## src/rtl/fetch_pkg.sv

```systemverilog
// Shared types and constants for the LEGv8 instruction-fetch stage.
package fetch_pkg;

  typedef enum logic {
    FETCH = 1'b0,
    ISSUE = 1'b1
  } fetch_state_e;

  localparam int unsigned INST_BYTES   = 4;
  localparam int unsigned BRANCH_SHIFT = 2;

  // Clears the low address bits so a PC always points at a whole instruction word.
  function automatic logic [63:0] word_align(input logic [63:0] addr);
    return {addr[63:2], 2'b00};
  endfunction

endpackage

```

## src/rtl/fetch_unit_if.sv

```systemverilog
// Fetch-stage bus: instruction-memory handshake, decode handshake and branch feedback.
interface fetch_unit_if #(
  parameter int unsigned ADDR_W = 64
);
  logic [ADDR_W-1:0] IMemAddr;
  logic              IMemReq;
  logic              IMemValid;
  logic [31:0]       IMemData;
  logic [31:0]       Inst;
  logic              InstValid;
  logic              InstReady;
  logic [63:0]       BusImm;
  logic              Uncondbranch;
  logic              Branch;
  logic              ALUZero;
  logic [ADDR_W-1:0] PC;

  modport master (
    output IMemAddr, IMemReq, Inst, InstValid, PC,
    input  IMemValid, IMemData, InstReady, BusImm, Uncondbranch, Branch, ALUZero
  );

  modport slave (
    input  IMemAddr, IMemReq, Inst, InstValid, PC,
    output IMemValid, IMemData, InstReady, BusImm, Uncondbranch, Branch, ALUZero
  );
endinterface

```

## src/rtl/fetch_unit_next_pc.sv

```systemverilog
// Combinational next-PC selection: sequential PC+4 or PC-relative branch target.
module next_pc_logic
  import fetch_pkg::*;
#(
  parameter int unsigned ADDR_W = 64
) (
  input  logic [ADDR_W-1:0] PC,
  input  logic [63:0]       BusImm,
  input  logic              Uncondbranch,
  input  logic              Branch,
  input  logic              ALUZero,
  output logic [ADDR_W-1:0] NextPC
);

  logic              taken;
  logic [63:0]       imm_shifted;
  logic [ADDR_W-1:0] branch_off;
  logic [ADDR_W-1:0] seq_off;

  always_comb begin
    taken       = Uncondbranch | (Branch & ALUZero);
    imm_shifted = BusImm << BRANCH_SHIFT;
    // Signed cast keeps the offset sign-correct if ADDR_W ever exceeds 64.
    branch_off  = ADDR_W'($signed(imm_shifted));
    seq_off     = ADDR_W'(INST_BYTES);
    NextPC      = taken ? (PC + branch_off) : (PC + seq_off);
  end

endmodule

```

## src/rtl/fetch_unit.sv

```systemverilog
// LEGv8 instruction-fetch stage: PC register, two-state fetch/issue FSM, next-PC update.
// Optional performance counters enabled by defining FETCH_PERF_CNT_EN.
module fetch_unit
  import fetch_pkg::*;
#(
  parameter int unsigned       ADDR_W   = 64,
  parameter logic [ADDR_W-1:0] RESET_PC = '0
) (
  input  logic              CLK,
  input  logic              Reset,
  fetch_unit_if.master      bus
`ifdef FETCH_PERF_CNT_EN
  ,
  output logic [31:0]       InstCount,
  output logic [31:0]       TakenCount
`endif
);

  localparam logic [ADDR_W-1:0] PC_INIT = {RESET_PC[ADDR_W-1:2], 2'b00};

  fetch_state_e      state, state_next;
  logic [ADDR_W-1:0] pc, pc_next, next_pc;
  logic [31:0]       inst, inst_next;
  logic              req, req_next;
  logic              accept;

  next_pc_logic #(
    .ADDR_W (ADDR_W)
  ) u_next_pc (
    .PC           (pc),
    .BusImm       (bus.BusImm),
    .Uncondbranch (bus.Uncondbranch),
    .Branch       (bus.Branch),
    .ALUZero      (bus.ALUZero),
    .NextPC       (next_pc)
  );

  always_ff @(posedge CLK or posedge Reset) begin
    if (Reset) begin
      state <= FETCH;
      pc    <= PC_INIT;
      inst  <= '0;
      req   <= 1'b0;
    end else begin
      state <= state_next;
      pc    <= pc_next;
      inst  <= inst_next;
      req   <= req_next;
    end
  end

  // The request is registered so it first rises on the edge after reset release;
  // memory responses are only honoured while it is high.
  always_comb begin
    state_next = state;
    pc_next    = pc;
    inst_next  = inst;
    req_next   = req;
    accept     = 1'b0;
    unique case (state)
      FETCH: begin
        req_next = 1'b1;
        if (req && bus.IMemValid) begin
          inst_next  = bus.IMemData;
          state_next = ISSUE;
          req_next   = 1'b0;
        end
      end
      ISSUE: begin
        req_next = 1'b0;
        if (bus.InstReady) begin
          accept     = 1'b1;
          pc_next    = next_pc;
          state_next = FETCH;
          req_next   = 1'b1;
        end
      end
    endcase
  end

  assign bus.IMemAddr  = pc;
  assign bus.PC        = pc;
  assign bus.IMemReq   = req;
  assign bus.Inst      = inst;
  assign bus.InstValid = (state == ISSUE);

`ifdef FETCH_PERF_CNT_EN
  logic taken;

  assign taken = bus.Uncondbranch | (bus.Branch & bus.ALUZero);

  always_ff @(posedge CLK or posedge Reset) begin
    if (Reset) begin
      InstCount  <= '0;
      TakenCount <= '0;
    end else if (accept) begin
      InstCount <= InstCount + 32'd1;
      if (taken) begin
        TakenCount <= TakenCount + 32'd1;
      end
    end
  end
`else
  logic unused_accept;
  assign unused_accept = accept;
`endif

endmodule

```

## src/flat_wrapper.sv

```systemverilog
// flat-port wrapper written by rule: the top's interface ports become plain ports
module fetch_unit_flat import fetch_pkg::*;
#(
  parameter int unsigned       ADDR_W   = 64,
  parameter logic [ADDR_W-1:0] RESET_PC = '0
)
  (CLK, Reset, bus_IMemAddr, bus_IMemReq, bus_Inst, bus_InstValid, bus_PC, bus_IMemValid, bus_IMemData, bus_InstReady, bus_BusImm, bus_Uncondbranch, bus_Branch, bus_ALUZero);
  fetch_unit_if #(.ADDR_W(ADDR_W)) bus_i ();
  input  logic CLK;
  input  logic Reset;
  output wire logic [$bits(bus_i.IMemAddr)-1:0] bus_IMemAddr;
  output wire logic [$bits(bus_i.IMemReq)-1:0] bus_IMemReq;
  output wire logic [$bits(bus_i.Inst)-1:0] bus_Inst;
  output wire logic [$bits(bus_i.InstValid)-1:0] bus_InstValid;
  output wire logic [$bits(bus_i.PC)-1:0] bus_PC;
  input wire logic [$bits(bus_i.IMemValid)-1:0] bus_IMemValid;
  input wire logic [$bits(bus_i.IMemData)-1:0] bus_IMemData;
  input wire logic [$bits(bus_i.InstReady)-1:0] bus_InstReady;
  input wire logic [$bits(bus_i.BusImm)-1:0] bus_BusImm;
  input wire logic [$bits(bus_i.Uncondbranch)-1:0] bus_Uncondbranch;
  input wire logic [$bits(bus_i.Branch)-1:0] bus_Branch;
  input wire logic [$bits(bus_i.ALUZero)-1:0] bus_ALUZero;
  assign bus_IMemAddr = bus_i.IMemAddr;
  assign bus_IMemReq = bus_i.IMemReq;
  assign bus_Inst = bus_i.Inst;
  assign bus_InstValid = bus_i.InstValid;
  assign bus_PC = bus_i.PC;
  assign bus_i.IMemValid = bus_IMemValid;
  assign bus_i.IMemData = bus_IMemData;
  assign bus_i.InstReady = bus_InstReady;
  assign bus_i.BusImm = bus_BusImm;
  assign bus_i.Uncondbranch = bus_Uncondbranch;
  assign bus_i.Branch = bus_Branch;
  assign bus_i.ALUZero = bus_ALUZero;
  fetch_unit #(.ADDR_W(ADDR_W), .RESET_PC(RESET_PC)) u_core (.CLK(CLK), .Reset(Reset), .bus(bus_i));
endmodule
```

## config.mk

```make
export PLATFORM = sky130hd
export DESIGN_NAME = fetch_unit_flat
export DESIGN_NICKNAME = d
export VERILOG_FILES = /design/src/rtl/fetch_pkg.sv /design/src/rtl/fetch_unit_if.sv /design/src/rtl/fetch_unit_next_pc.sv /design/src/rtl/fetch_unit.sv /design/src/flat_wrapper.sv
export SDC_FILE = /design/constraint.sdc
export NUM_CORES = 1
export LEC_CHECK = 0
export CAP_MARGIN = 30
export CORE_MARGIN = 2
export CORE_UTILIZATION = 48
export DETAILED_ROUTE_END_ITERATION = 10
export PLACE_DENSITY = 0.9
export SYNTH_ARGS = -nofsm -noshare
export SYNTH_HDL_FRONTEND = slang
export SYNTH_HIERARCHICAL = 1
export SYNTH_SLANG_ARGS = --single-unit
export TNS_END_PERCENT = 10
```

## constraint.sdc

```tcl
create_clock -name CLK -period 3.9 [get_ports CLK]
set_input_delay 0.78 -clock CLK [delete_from_list [all_inputs] [get_ports CLK]]
set_output_delay 0.78 -clock CLK [all_outputs]
set_load 0.01 [all_outputs]
```

Fig. 1: routing congestion
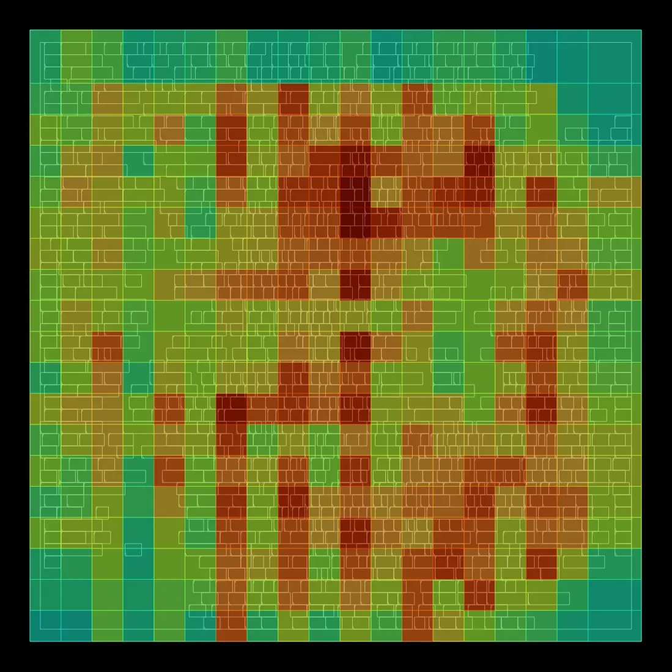
GRT Total Usage: 0.2669
met1 usage: 0.3208
DR WL/cell: 17.12 um
met2 global-route usage: 0.4710

Fig. 2: sequential cells coloured by netlist name
Bar = 50 um. Other sequential cells in the stronger grey, the rest of the logic in the fainter grey.
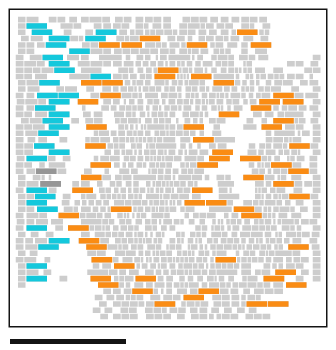
[u_core/bus.Inst] cyan | placed flops: 32 | where: a vertical strip on the left
[u_core/bus.IMemAddr] orange | placed flops: 64 | where: widely spread
not coloured: 2

Fig. 3: signal wires by layer
Only two layers are drawn.
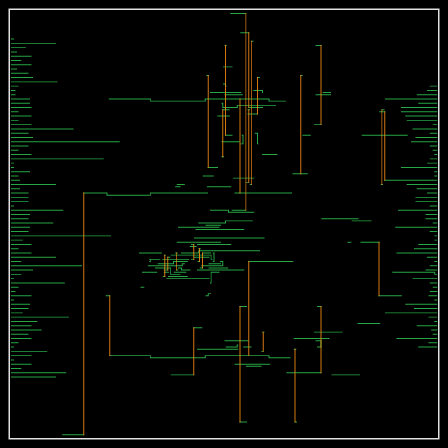
[metal 4] orange | wire length: 646 um
[metal 3] green | wire length: 1690 um

==> run notes <==
impl run done, here's what came out: status=complete, but fails checks, failing checks=setup timing, reg-to-reg endpoint=u_core/bus.IMemAddr[54]$_DFFE_PP0P_, Critical Path Sink Type=flip-flop, R2R depth=14, I/O pins=265, Synth top area share=0.2929, seq pwr=~2.1 mW, cell family with most CP delay=AND-OR/OR-AND gates, crit path launch=bus_Branch, row cnt=48, Clk. pwr=886 uW, FF+latch count, synth=98, Final Power=a little over 10 mW, Non-Filler Instances=between 1k and 1.5k, Top pwr grp=combinational logic, CTS root buf=clkbuf_16, met3 usage=0.05145, Worst Hold Launch=u_core/bus.Inst[20]$_DFFE_PP0P_, final hold violation count=0, layout cells sized above 1=0.2744, post-route ant nets=0, VDD IR max=0.4551 mV, aoi share=0.1690, Nets=approximately 1.4k, Tool Warnings=33, Routed met3 length=1.686 mm, Setup Buffers After CTS=4, Final period util=1.073, Critical Path RT=4.15 ns, met2 WL post-DR=12.38 mm, Layout area overhead=48.57%, fin worst setup slack=-0.2829 ns, final setup TNS=-1.774 ns, H-tree depth=3, Hold Crit Depth=1, FF-to-FF setup slack=~0.08 ns, Fin Hold WS=0.5135 ns, drt drc=0, Sink Count=98, xor+xnor area frac=0.06068, kind of critical path=in -> reg, Setup Viol. Count Final=11, Cell Area, Synth=~8400 um2, Num CTS Buffers=9, crit-path cells=buf_6 -> a21oi_4 -> or2_4 -> ha_4 -> inv_2 -> fa_2 -> and2b_1 -> o211ai_1 -> a211o_1 -> a2111oi_4 -> o2111ai_2 -> o41ai_4 -> a31oi_4 -> o311ai_4 -> buf_4 -> xor2_1 -> mux2_4, tap cells=225, sequential share of cell area=0.1972, P_leak=approximately 6 nW, Comb area=between 5000 and 6000 um2, CP Capture Point=u_core/bus.IMemAddr[54]$_DFFE_PP0P_, n_diodes=1, Highest Signal Layer=met4, First-pass DRT Iterations=6, top cells, area=dfrtp_1 (29%), ha_1 (9.1%), mux2_2 (8.5%), buf_4 (5.9%), mux2_4 (5.0%), Comb power=about 7.4 mW, MUX area fraction=0.1417, sequential cell area fraction in the yosys report=0.2929
Fig. 4: the metal 4 layer
Bar = 50 um.
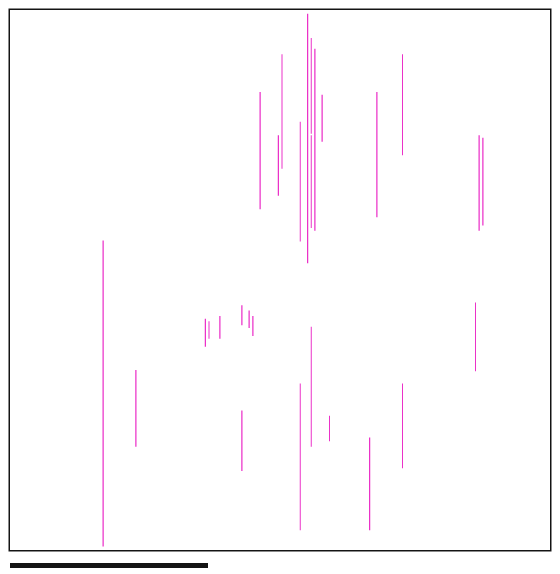
longest straight run: 76.8 um
wire length on this layer: 646 um

Fig. 5: logic cells by family
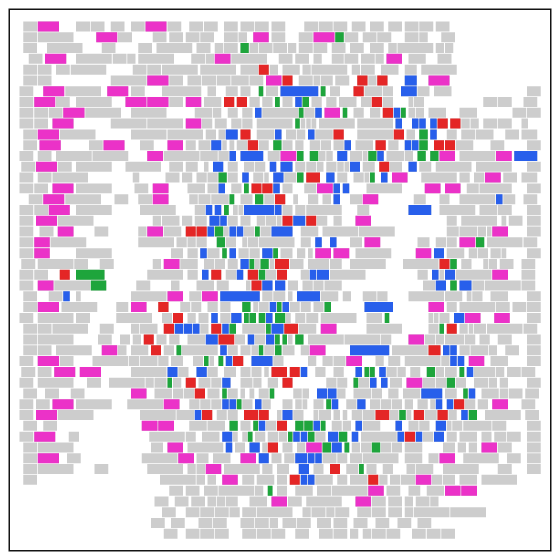
[multiplexers] magenta | cells: 96 | most used: mux2_2 | where: widely spread
[NAND gates] green | cells: 85 | most used: nand2_1
[inverting AOI/OAI gates] blue | cells: 140 | most used: a21oi_1
[AND-OR and OR-AND gates] red | cells: 63 | most used: a21o_1

==> cell usage in the layout, fill, tap and decap left out, types with 15 or more instances in the layout <==
| cell type | instances |
|---|---|
| clkdlybuf4s50_1 | 257 |
| buf_4 | 191 |
| dfrtp_1 | 98 |
| nor2b_1 | 66 |
| mux2_2 | 62 |
| ha_1 | 59 |
| a21oi_1 | 54 |
| a21o_1 | 50 |
| nand2_1 | 43 |
| xnor2_1 | 39 |
| nor2_1 | 33 |
| mux2_4 | 30 |
| o21ai_0 | 26 |
| nand4_1 | 20 |
| xor2_1 | 19 |
| inv_1 | 15 |
==> flip-flops by register name, indices dropped and copies added (netlist names) <==
register / flops
u_core/bus.IMemAddr: 64
u_core/bus.InstValid: 1
u_core/bus.Inst: 32
u_core/bus.IMemReq: 1
Power and IR drop assume default switching activity.
